### config.mk
export PLATFORM = sky130hd
export DESIGN_NAME = csr_router
export DESIGN_NICKNAME = d
export VERILOG_FILES = /design/src/rtl/csr_router_pkg.sv /design/src/rtl/csr_router_edge_sync.sv /design/src/rtl/csr_router.sv
export SDC_FILE = /design/constraint.sdc
export NUM_CORES = 1
export LEC_CHECK = 0
export ABC_AREA = 0
export ABC_CLOCK_PERIOD_IN_PS = 4400
export CAP_MARGIN = 20
export CORE_UTILIZATION = 55
export DETAILED_ROUTE_END_ITERATION = 8
export PLACE_DENSITY = 0.82
export SETUP_SLACK_MARGIN = 0.15
export SYNTH_ARGS = -nofsm -noshare
export SYNTH_HDL_FRONTEND = slang
export SYNTH_SLANG_ARGS = --single-unit
### constraint.sdc
create_clock -name clk -period 4.4 [get_ports clk]
set_input_delay 0.44 -clock clk [delete_from_list [all_inputs] [get_ports clk]]
set_output_delay 0.44 -clock clk [all_outputs]
set_load 0.05 [all_outputs]
### src/rtl/csr_router_pkg.sv
// Purpose: shared opcodes, FSM state type and address-range helper for csr_router.
// Latency: n/a (declarations only).
// Backpressure: n/a.
package csr_router_pkg;

   localparam logic [3:0] WRITE_CMD_DEF = 4'h1;
   localparam logic [3:0] READ_CMD_DEF  = 4'h2;
   localparam logic [3:0] BURST_CMD_DEF = 4'h3;

   typedef enum logic [1:0] {IDLE, WDATA, BCOUNT, BDATA} state_t;

   // True when addr falls inside the channel window [base, base+num_ch).
   function automatic logic addr_in_range(input logic [31:0] addr,
                                          input logic [31:0] base,
                                          input logic [31:0] num_ch);
      return (addr >= base) && (addr < base + num_ch);
   endfunction

endpackage

### src/rtl/csr_router_edge_sync.sv
// Purpose: 2-flop synchroniser plus previous-value flop; flags each rising edge of async_in.
// Latency: async_in sampled at edge k raises evt for the cycle k+1 -> k+2.
// Backpressure: none; every rising edge yields exactly one evt cycle.
// Ports: clk, rst_n (async active-low), async_in (level from another domain), evt (one-cycle pulse).
module edge_sync (
   input  logic clk,
   input  logic rst_n,
   input  logic async_in,
   output logic evt
);

   logic sync1;
   logic sync2;
   logic prev;

   always_ff @(posedge clk or negedge rst_n) begin
      if (!rst_n) begin
         sync1 <= 1'b0;
         sync2 <= 1'b0;
         prev  <= 1'b0;
      end else begin
         sync1 <= async_in;
         sync2 <= sync1;
         prev  <= sync2;
      end
   end

   assign evt = sync2 & ~prev;

endmodule

### src/rtl/csr_router.sv
// Purpose: decodes SPI command/data words into channel writes, bursts and read responses.
// Latency: in_valid sampled at edge k -> strobes/response/state/err_cnt updated at edge k+2.
// Backpressure: rsp_valid held until rsp_ready; a new READ while pending overwrites and counts an error.
// Ports: clk, rst_n, in_data/in_valid (SPI word), ch_data/ch_valid (shadow + strobes),
//        rsp_data/rsp_valid/rsp_ready (read response), err_cnt (saturating), busy (state != IDLE).
module csr_router
   import csr_router_pkg::*;
#(
   parameter int                NUM_CH    = 4,
   parameter int                CMD_W     = 4,
   parameter int                ADDR_W    = 12,
   parameter int                DATA_W    = CMD_W + ADDR_W,
   parameter logic [ADDR_W-1:0] BASE_ADDR = '0,
   parameter logic [CMD_W-1:0]  WRITE_CMD = WRITE_CMD_DEF,
   parameter logic [CMD_W-1:0]  READ_CMD  = READ_CMD_DEF,
   parameter logic [CMD_W-1:0]  BURST_CMD = BURST_CMD_DEF,
   parameter int                ERR_W     = 8
) (
   input  logic                     clk,
   input  logic                     rst_n,
   input  logic [DATA_W-1:0]        in_data,
   input  logic                     in_valid,
   output logic [NUM_CH*DATA_W-1:0] ch_data,
   output logic [NUM_CH-1:0]        ch_valid,
   output logic [DATA_W-1:0]        rsp_data,
   output logic                     rsp_valid,
   input  logic                     rsp_ready,
   output logic [ERR_W-1:0]         err_cnt,
   output logic                     busy
);

   localparam int IDX_W = (NUM_CH > 1) ? $clog2(NUM_CH) : 1;

   state_t                          state;
   logic [IDX_W-1:0]                idx;
   logic [DATA_W-1:0]               remaining;
   logic [NUM_CH-1:0][DATA_W-1:0]   shadow;

   logic                            word_evt;
   logic [CMD_W-1:0]                opcode;
   logic [ADDR_W-1:0]               addr;
   logic                            addr_ok;
   logic [IDX_W-1:0]                addr_idx;
   logic                            err_evt;

   edge_sync u_sync (
      .clk      (clk),
      .rst_n    (rst_n),
      .async_in (in_valid),
      .evt      (word_evt)
   );

   assign opcode   = in_data[DATA_W-1 -: CMD_W];
   assign addr     = in_data[ADDR_W-1:0];
   assign addr_ok  = addr_in_range(32'(addr), 32'(BASE_ADDR), 32'(NUM_CH));
   assign addr_idx = IDX_W'(addr - BASE_ADDR);
   assign ch_data  = shadow;

   // At most one error source per event, so the counter only ever steps by one.
   always_comb begin
      err_evt = 1'b0;
      if (word_evt) begin
         case (state)
            IDLE: begin
               if (!addr_ok ||
                   !((opcode == WRITE_CMD) || (opcode == READ_CMD) || (opcode == BURST_CMD)))
                  err_evt = 1'b1;
               else if ((opcode == READ_CMD) && rsp_valid && !rsp_ready)
                  err_evt = 1'b1;
            end
            BCOUNT:  err_evt = (in_data == '0);
            default: err_evt = 1'b0;
         endcase
      end
   end

   always_ff @(posedge clk or negedge rst_n) begin
      if (!rst_n) begin
         state     <= IDLE;
         busy      <= 1'b0;
         idx       <= '0;
         remaining <= '0;
         shadow    <= '0;
         ch_valid  <= '0;
         rsp_data  <= '0;
         rsp_valid <= 1'b0;
         err_cnt   <= '0;
      end else begin
         ch_valid <= '0;

         // Handshake clears first; a READ in the same cycle re-asserts below.
         if (rsp_valid && rsp_ready)
            rsp_valid <= 1'b0;

         if (err_evt && (err_cnt != '1))
            err_cnt <= err_cnt + 1'b1;

         if (word_evt) begin
            case (state)
               IDLE: begin
                  if (addr_ok) begin
                     if (opcode == WRITE_CMD) begin
                        idx   <= addr_idx;
                        state <= WDATA;
                        busy  <= 1'b1;
                     end else if (opcode == BURST_CMD) begin
                        idx   <= addr_idx;
                        state <= BCOUNT;
                        busy  <= 1'b1;
                     end else if (opcode == READ_CMD) begin
                        rsp_data  <= shadow[addr_idx];
                        rsp_valid <= 1'b1;
                     end
                  end
               end
               WDATA: begin
                  shadow[idx]   <= in_data;
                  ch_valid[idx] <= 1'b1;
                  state         <= IDLE;
                  busy          <= 1'b0;
               end
               BCOUNT: begin
                  if (in_data == '0) begin
                     state <= IDLE;
                     busy  <= 1'b0;
                  end else begin
                     remaining <= in_data;
                     state     <= BDATA;
                  end
               end
               BDATA: begin
                  shadow[idx]   <= in_data;
                  ch_valid[idx] <= 1'b1;
                  idx           <= (idx == IDX_W'(NUM_CH - 1)) ? '0 : idx + 1'b1;
                  remaining     <= remaining - 1'b1;
                  if (remaining == DATA_W'(1)) begin
                     state <= IDLE;
                     busy  <= 1'b0;
                  end
               end
               default: begin
                  state <= IDLE;
                  busy  <= 1'b0;
               end
            endcase
         end
      end
   end

endmodule

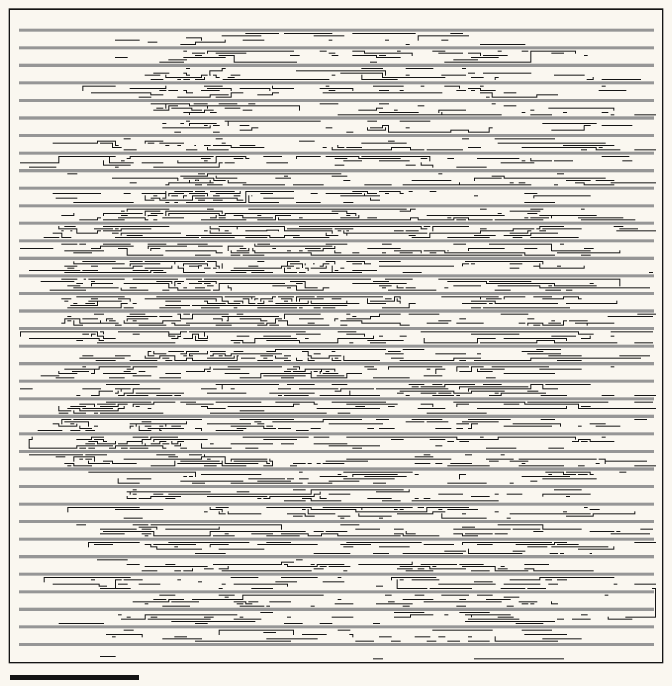
run_1/m1.png
Scale bar: 20 µm. Supply wires on this layer in grey.
main direction	horizontal
wire length on this layer	5870 µm

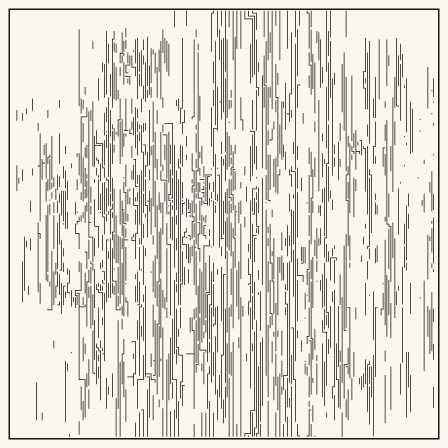
run_1/m2.png
nets with wire on the layer	515
wire length on this layer	6920 µm
share of all routed wire	49%
Detailed Route WL: 14000 µm
Via Count: 4170

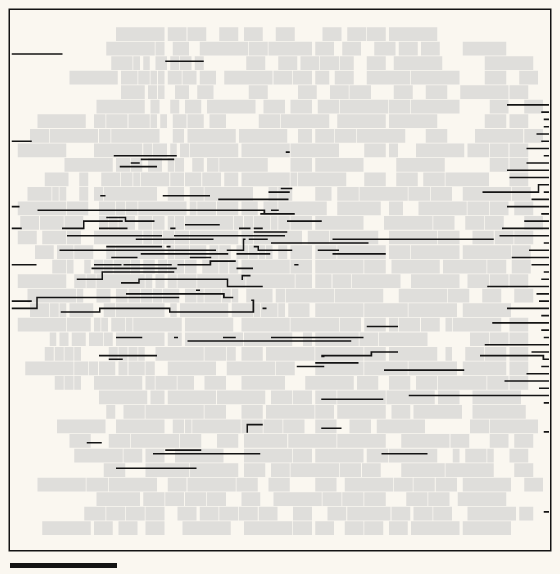
run_1/m3.png
Scale bar: 20 µm.
main direction	horizontal
wire length on this layer	961 µm
longest straight run	42.3 µm
nets with wire on the layer	97

==> results.txt, run 1 <==
Results of an implementation run.

The main flop type is dfrtp_1. The clock tree from TritonCTS is built. The number of hold buffers added after CTS was 0.

The number of antenna violations at the first check in global routing came to 0. Summed over all layers, the global routing overflow is 0. Sequential cells placed in the final layout were counted as ~120. Derived from the worst setup path, the maximum achievable clock frequency is ~380 MHz.

The dominant non-sequential cell family after synthesis is multiplexers. The fraction of the core area occupied by cells at floorplan is between 50% and 60%. The total I/O pin count is 114. The instance tally after logic synthesis is approximately 410.

The clock tree synthesis step divided the H-tree into 4 levels. The number of CTS-inserted buffers is 17. For reference, the clock transition at the flip-flops on the worst setup and hold paths is around 0.06 ns. At the worst endpoint, the arrival time is 3.00 ns. The slew of the pin with the lowest slew margin is 1.14 ns.

After layout, the design draws a total of 6.03 mW. Counting flops with an async set or reset pin after synthesis yields a share of 100%. The floorplan row count is 35. STA classifies the critical path startpoint as a primary input. The number of unique standard cell types used by synthesis is 48.

Per the power-grid run, VDD falls by no more than 0.430 mV. After detailed routing, the number of remaining DRC violations is 0. The number of clock buffers in the layout is 17. Each instance of the synthesized netlist takes up on average 13.1 µm². During tapcell insertion the tool placed 129 well taps. The synthesized netlist devotes 7.74% of its cell area to simple gates.

The worst hold path belongs to the class in2async. The total inserted antenna cells is 0. Leaving out buffers and inverters, the combinational logic in the layout accounts for ~2300 µm². The area share of xor/xnor cells in the synthesized design is 0.812%. Entering global routing, the biggest net connects around 87 pins. The wire-length estimate of the detail-placed layout is 8900 µm.

The count of nets left with antenna violations once routing finished came out at 0. The flip-flop and latch area is just under 3000 µm². The multi-input gate share of total cell area is 32.1%. The critical register-to-register path startpoint is remaining[0].

The clock root buffer master is clkbuf_8. The count of instantiated cells in the yosys netlist is just over 400. The data required time at the worst endpoint is around 4.8 ns. The final design was reported to hold multi-input combinational gates totalling roughly 260. The worst setup path is captured at a flip-flop. The post-place instance area is 6640 µm².

The number of inverters outside the clock class in the layout is 11. The plain and repair buffers instantiated in the layout total 122. As reported, the later end of the worst-skew pair has a clock insertion delay of 0.51 ns. The synthesized net count is 440. The share of synthesized area occupied by flip-flops and latches is 54.3%.

The non-clock buffering overhead in the final layout is 17.1%. The cell resize tally after clock tree synthesis is 0. For this run, the final setup violation count is recorded as 0.

The overall die area is slightly above 10000 µm². According to the report, the first pass of detailed routing completed in 5 iterations. The number of maximum-capacitance violations is 0.

Fill cells in the final layout number ~560. In the final routed layout, each cell accounts on average for 20.7 µm. The number of warnings printed during yosys synthesis is 0. The portion of synthesized area spent on multiplexers is approximately a quarter. The fraction of area in registers is 40.2%. The violation count after the first detailed-routing iteration is 363. After detailed routing, the number of vias per cell comes to between 6 and 7. By area the synthesized netlist is led by dfrtp_1 (54%), mux2_2 (17%), mux4_2 (6.7%), a21oi_1 (1.9%), ha_1 (1.6%). The reg-to-reg setup timing slack is just under 2 ns. The classification of the worst setup path is in2reg. The part of the cycle the worst path needs is 59.2%. Yosys mapped a number of flops with a built-in enable equal to 0.

The count of buffers inserted at the top-level ports is 113. Per the final report, the share of cell area in clock cells is 7.81%. The leading area contributor after synthesis is dfrtp_1. The critical path endpoint is err_cnt[1]. In this run the layout overhead on the synthesized area is reported as 35.0%. The number of synthesized register bits is approximately 120. The leakage power is 3.08 nW. For the completed layout, the total cell area is recorded as about 7300 µm². The number of hold violations in the final report is 0. The flow ran to the end, and the final reports show no timing, DRC or antenna violations.
[run 1: worst max-delay path, stage by stage]
cell and delay [ns]:
clkdlybuf4s50_1 0.58, or4_1 0.66, nor3_2 0.32, nand4_1 0.32, a21oi_1 0.32, mux2_2 0.36
[run 1: cells in the mapped netlist (all sizes together), types with 7 or more instances]
cell type  instances
o21ai             18
inv               11
mux4              16
ha                 7
nor3               8
nand2             10
dfrtp            117
mux2              84
clkbuf            16
nand3              8
nor2              20
a21oi             22
[run 1: where the power goes]
group | switching [mW] | total [mW] | internal, mW
Combinational | 1.75 | 2.82 | 1.07
Clock | 0.518 | 1.33 | 0.808
Sequential | 0.392 | 1.88 | 1.49
Total | 2.66 | 6.03 | 3.37
[run 1: stage by stage]
step	cells	util, %	hold slack, ns	setup WS, ns
final	675	77.8	0.313	1.79
after global routing	675	77.8	0.321	1.76
after CTS	671	76.9	0.159	1.85
after detailed placement	639	70.8	0.338	1.35
after global placement	639	70.8	0.338	1.39
after floorplan	413	-	0.144	2.02
[run 1: logic make-up after synthesis]
| family | Yosys count |
|---|---|
| flip-flops | 117 |
| multiplexers | 103 |
| AND/OR/NAND/NOR | 77 |
| AND-OR/OR-AND | 72 |
| buffers and inverters | 32 |
| adder cells (fa/ha/maj) | 7 |
| XOR/XNOR | 5 |
[run 1: sequential cells by signal, indices dropped and copies added, names as in the netlist]
register and cells:
ch_data 64, remaining 16, rsp_data 16, err_cnt 8, ch_valid 4, idx 2, state 2, busy 1
rsp_valid 1, u_sync.prev 1, u_sync.sync1 1, u_sync.sync2 1
[run 1: metal layers]
layer	wire, µm	vias up	share of wire (%)	track usage, %
li1	-	1788	-	-
met2	6920	185	49	46.2
met5	0	-	0	0
met3	960	30	6.9	5.69
met4	253	0	1.8	12.3
met1	5870	2167	42	40.2
run_1/clock_nets.png
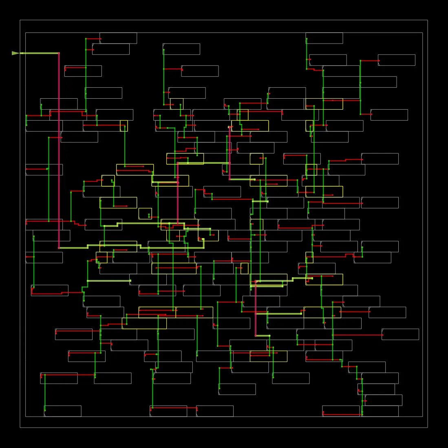

--- run 2 (diff from run 1) ---
--- a/config.mk
+++ b/config.mk
@@ -6,11 +6,11 @@
 export NUM_CORES = 1
 export LEC_CHECK = 0
 export ABC_AREA = 0
-export ABC_CLOCK_PERIOD_IN_PS = 4400
+export ABC_CLOCK_PERIOD_IN_PS = 2450
 export CAP_MARGIN = 20
-export CORE_UTILIZATION = 55
+export CORE_UTILIZATION = 51
 export DETAILED_ROUTE_END_ITERATION = 8
-export PLACE_DENSITY = 0.82
+export PLACE_DENSITY = 0.77
 export SETUP_SLACK_MARGIN = 0.15
 export SYNTH_ARGS = -nofsm -noshare
 export SYNTH_HDL_FRONTEND = slang
==> constraint.sdc (replaced) <==
create_clock -name clk -period 2.45 [get_ports clk]
set_input_delay 0.245 -clock clk [delete_from_list [all_inputs] [get_ports clk]]
set_output_delay 0.245 -clock clk [all_outputs]
set_load 0.05 [all_outputs]
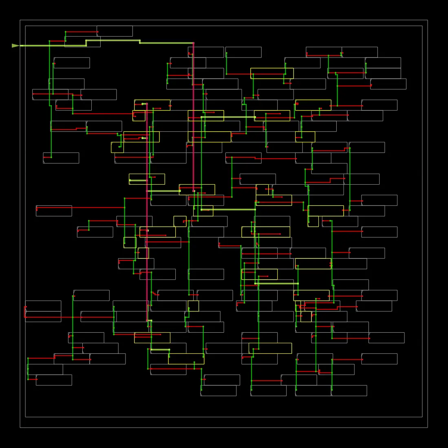
run_2/clock_nets.png
clock buffer count in the final layout: 19
FF+latch count: 117
Sinks on Clock Net: 117
Max Clock Skew: 0.00619 ns
clock buffer count from CTS: 17

==> results.txt, run 2 <==
Results of an implementation run.

The floorplan row count is 37 (+5.7%). The top cell family by delay on the critical path is simple AND/OR/NAND/NOR gates. The arrival time of the worst setup path is 2.66 ns (-0.34 ns). The clock transition at the registers of the reported paths is 0.06 ns (about the same). The largest net degree at the start of global routing is 57 (-34%). The area share of xor/xnor cells in the synthesized design is 0.812% (unchanged). The leakage power is 3.24 nW (+5.0%). The startpoint type of the worst setup path is a primary input.

The maximum vdd ir drop is 0.817 mV (+90%). The reg-to-reg setup timing slack is 0.33 ns (-1.60 ns). The final routed DRC violation total was 0 (unchanged). The share of synthesized area occupied by flip-flops and latches is 54.3% (unchanged). The instance tally after logic synthesis is 413 (unchanged).

The count of buffers inserted at the top-level ports is 113 (unchanged). The number of enable-type register cells in the synthesized netlist is 0 (unchanged). The HPWL after detailed placement is 9410 µm (+5.7%).

The leading area contributor after synthesis is dfrtp_1. The number of nets with antenna violations after routing is 0 (unchanged). The number of unique standard cell types used by synthesis is 48 (unchanged).

The routed via count divided by cell count is 5.82 (-5.9%). The slew of the pin with the lowest slew margin was 0.873 ns (-0.269 ns). The global-route congestion overflow total is 0 (unchanged).

The critical register-to-register path startpoint is state[0]. The maximum single-stage delay on the critical path is 0.62 ns (-0.04 ns). The number of synthesized register bits came to 117 (unchanged). The overall die area came to 11000 µm² (+7.7%). The violation count after the first detailed-routing iteration is 251 (-31%). The number of maximum-capacitance violations came to 0 (unchanged).

The total I/O pin count is 114 (unchanged). The number of optimization iterations in the first detailed-route pass is 6 (+1). Per the STA report, the cell with the highest stage delay on the worst path is or4_1. The run finished with clean final reports. The insertion delay at the late pin of the worst-skew pair is 0.50 ns (about the same).

The total inserted antenna cells is 0 (unchanged). The final instance count without filler cells is 712 (+5.5%). The cell sequence reported for the critical path is clkdlybuf4s50_1 > or4_1 > or3_4 > or3_1 > a21oi_2 > mux2_1. The cell count along the critical path was 6 (unchanged). The fraction of the core area occupied by cells at floorplan is 52.5% (-5.1 points).

The dominant non-sequential cell family after synthesis is multiplexers. The global-route met2 utilization was 43.5% (-2.7 points). The synthesized net count is 440 (unchanged). The number of flip-flops in the largest register is 64 (unchanged).

The synthesis-to-finish area growth is 39.9%. The critical path endpoint category is a flip-flop. The critical path buffer and inverter count is 1 (unchanged). The simple-gate area share of the yosys netlist is 7.74% (unchanged). The main flop type is dfrtp_1. The classification of the worst setup path is in2reg. The detailed-route via count is 4141 (-0.70%).
## run 2: cell counts after synthesis
No cell type changed its count.
## run 2: per-stage QoR
| stage | utilization, % | cell area (µm²) | setup WS, ns | hold WS, ns | power (mW) |
|---|---|---|---|---|---|
| after floorplan | - | 5400 | 0.261 | -0.0506 | 6.66 |
| after global placement | 67.4 | 6930 | -0.230 | 0.274 | 8.29 |
| after detailed placement | 67.4 | 6930 | -0.255 | 0.275 | 8.47 |
| after CTS | 73.4 | 7550 | 0.262 | 0.168 | 11.0 |
| after global routing | 73.5 | 7550 | 0.165 | 0.169 | 11.4 |
| final | 73.5 | 7550 | 0.176 | 0.179 | 11.0 |
## run 2: repair_timing
item,CTS,global route
endpoints found under the setup margin,0,1
resized,0,1
endpoints found under the hold margin,41,0
hold buffers,1,0
## run 2: layout make-up
class / count / area [µm²] / share of cell area (%)
Sequential cell: 117 / 2930 / 38.8
Multi-Input combinational cell: 264 / 2350 / 31.1
Timing Repair Buffer: 152 / 1460 / 19.4
Clock buffer: 19 / 432 / 5.72
Clock inverter: 13 / 173 / 2.29
Tap cell: 136 / 170 / 2.25
Inverter: 11 / 41.3 / 0.547
## run 2: report_power, final
group          internal (mW)  switching (mW)  total, mW
registers               2.67           0.711       3.38
logic                   1.99            3.13       5.12
clock network           1.59           0.909       2.50
total                   6.25            4.75       11.0
## run 2: cells by family after synthesis
logic type / Yosys count
simple gates: 77
mux: 103
flops: 117
buf+inv: 32
compound gates: 72
xor+xnor: 5
fa+ha+maj: 7
## run 2: layer usage
layer | vias to the layer above | wire length [µm]
met4 | 0 | 330
met5 | - | 0
met3 | 27 | 913
met2 | 167 | 6810
li1 | 1854 | -
met1 | 2093 | 5970
Power is estimated from default activity; no workload was simulated.
